**Sizing map**

(8 px per micron)
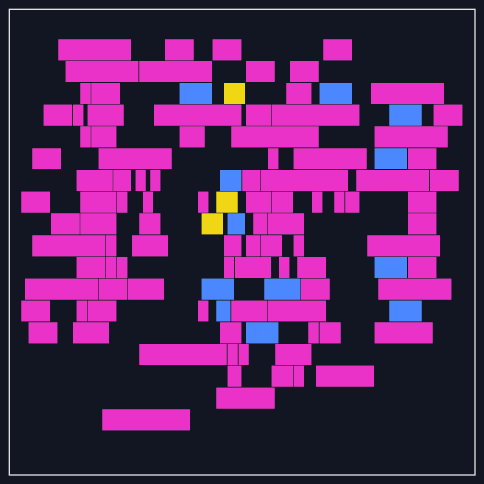
**The clock network**

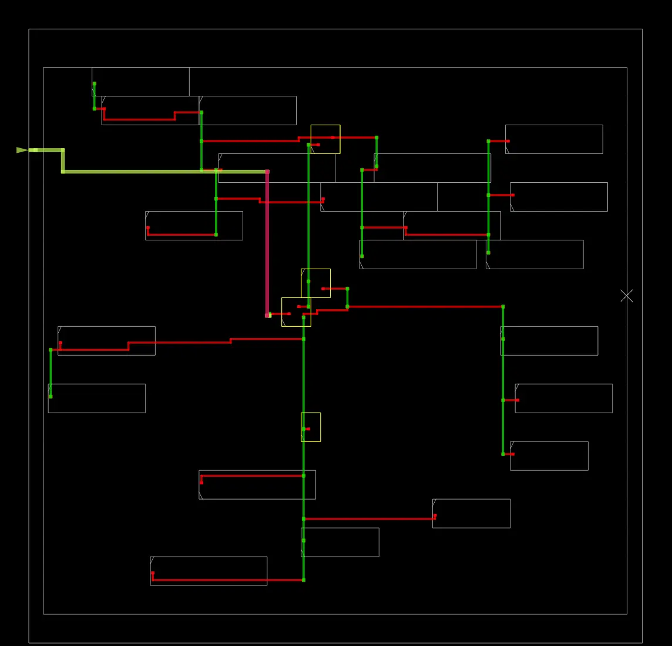
**The metal 3 layer**

(8 px per micron)
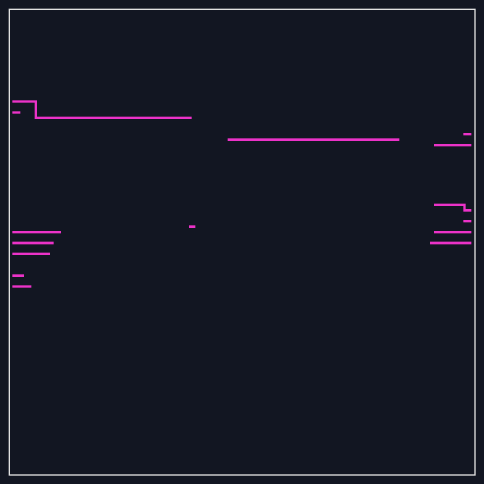
**Where the registers sit**

(6 px per micron)
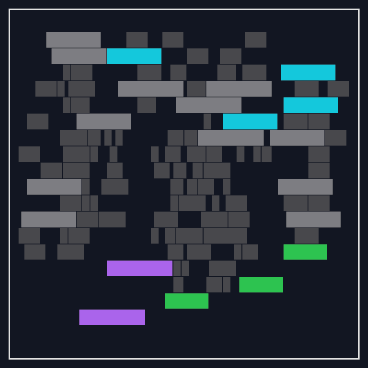
Design nrad_seq_ctrl_flat, sky130hd; sources not shown.
==> job_summary.md <==
## PnR job results

| Metric | Value |
|---|---|
| Wl on met1 | ~990 microns |
| M1 GR Usage | 19.0% |
| Yosys Chip Area | ~1100 sq um |
| Clock Latency Late Sink | 310 ps |
| Area leader, netlist | dfrtp_1 |
| Clock power frac | 9.5% |
| Power Dens Cells | 1320 nW/um^2 |
| Non-clock buffer share | 12.8% |
| Yosys warns | 0 |
| RSZ-0062 raised after global routing | false |
| Max layer used | met4 |
| Worst path slowest cell | dfrtp_1 |
| First-pass GRT wire length | 3.44 mm |
| Pin slew with the least headroom to its limit | 470 ps |
| Placed cell count | 139 |
| Initial Util | between 30% and 40% |
| Setup-failing EPs final | 0 |
| R2R depth | 8 |
| Cells after synthesis | 93 |
| Tot Pwr | 1750 uW |
| CTS buffer count | 3 |
| Seq/Total Area, Yosys | 49.2% |
| Pre-CTS setup slack | 340 ps |
| Fill cells | 273 |
| Status | finished with violations |
| Ys flop type | dfrtp_1 |
| Logic Gate Count | 60 |
| Die ar. | 3370 sq um |
| Fin. max-slew vios | 0 |
| Routed length on met3 | 84 microns |
| FFs w/ async S/R, synth | 57.1% |
| TNS Setup | 0 ps |
| Antenna diode count | 0 |
| ANT nets after route | 0 |
| Non-clk invs | 10 |
| Cell-internal power | 1090 uW |
| Fin cells | 143 |
| Final HPWL DP | 1.57 mm |
| Max incr delay on CP | between 400 and 500 ps |
| Initial antenna violation count | 0 |
| Final core occ | between 40% and 50% |
| CP most frequent cell | ha_1 |
| Post-DR vias/cell | 5.06 |
| Max_cap viols | 0 |
| Met2 usage | 22.3% |
| Crit path cell chain | inv_1 -> ha_1 -> nor2_1 -> or2_2 -> ha_1 -> a21oi_1 -> a211o_1 -> a31oi_1 |
| Largest net degree at the start of global routing | 13 |
| Worst-path clk slew | 140 ps |
| Initial drt markers | 15 |
| Leak | approximately 0.00058 uW |
| Crit start category | register |
| Switching pwr | 667 uW |
| Dpl cell area | 1300 sq um |
| Comb area share | just under 40% |
| Core Area | approximately 2900 sq um |
| Flip-flops with a built-in enable | 6 |
| Crit Path Max Fanout | 5 |
| Gate power share | a little over half |
| Clock period minus worst slack | 2310 ps |
| Cell with the most instances after synthesis | dfrtp_1 |
| Final period util | around nine tenths |
| FP Rows | 19 |
| Worst slew margin | 68.6% |
| Hold_buf cts | 0 |
| DRC | 1 |
| Top cell excl fill/tap | clkdlybuf4s50_1 |
| Failing checks | DRC |
| Syn avg cell area | between 10 and 15 sq um |
| CP arrival | between 2000 and 2500 ps |
| Clock buffer cells | 3 |
| CTS tree | yes |
| Seq pwr share | 36.2% |
| Final Net Count | 134 |
| Clk cell area share | 2.08% |
| Placer Congestion | around 0.9 |
| Ys cells | between 90 and 100 |
| FF+latch count, synth | 21 |
| Overflow after GRT | 0 |
| Die Span Y | 58.0 microns |
| Netlist cell types | 27 |
| Tap Cells | 31 |
| WL/cell | 14.1 microns |
| Area share, top type | 27.3% |
| Tool Warnings | 31 |
Back to the opening pictures, 'sizing map':
size	color	cells	share
drive 3 to 4	yellow	3	2.7%
drive 1 or less	magenta	97	87%
drive 2	blue	12	11%
Finished Cell Area: 1330 sq um
Signal buffers: 17
Area Growth Syn to Fin: 20.6%
PnR worst setup slack: 286 ps

Back to the opening pictures, 'the clock network':
sequential cell count: 21
CTS Sinks: 21

Back to the opening pictures, 'the metal 3 layer':
main direction	horizontal
wire length on this layer	84.4 microns
share of all routed wire	4.2%
nets with wire on the layer	14
final WL: 2.02 mm
met3 usage in global routing: 2.01%
detailed-route via count: 723

Back to the opening pictures, 'where the registers sit':
name in the netlist	color	sequential cells
u_core.bus.Q	cyan	4
u_core.p_q	green	3
u_core.d_q	purple	2
register area: 541 sq um
sequential share of cell area: 40.8%
seq pwr: 635 uW

==> kinds of logic after synthesis <==
logic type / after synthesis / share of synthesized area [%]
DFF: 21 / 49.2
and+or+nand+nor: 18 / 7.97
AOI/OAI and AO/OA: 15 / 9.68
muxes: 14 / 13.7
buffers and inverters: 12 / 4.33
adders and majority gates: 12 / 14.4
xor gates and xnor gates: 1 / 0.797
==> critical path, delay by kind of cell (launching register included) <==
kind | cells | cell delay [ps]
flops | 1 | 420
fa+ha+maj | 2 | 630
simple gates | 2 | 370
buf+inv | 1 | 160
compound gates | 3 | 530
==> power groups by stage <==
stage | Sequential [uW] | Combinational (uW) | Clock (uW)
after floorplan | 645 | 655 | 0
after global placement | 638 | 950 | 0
after detailed placement | 643 | 963 | 0
after CTS | 636 | 966 | 168
after global routing | 656 | 1080 | 181
final | 635 | 953 | 167
No activity file was given, so power comes from the tool's default toggle rates.
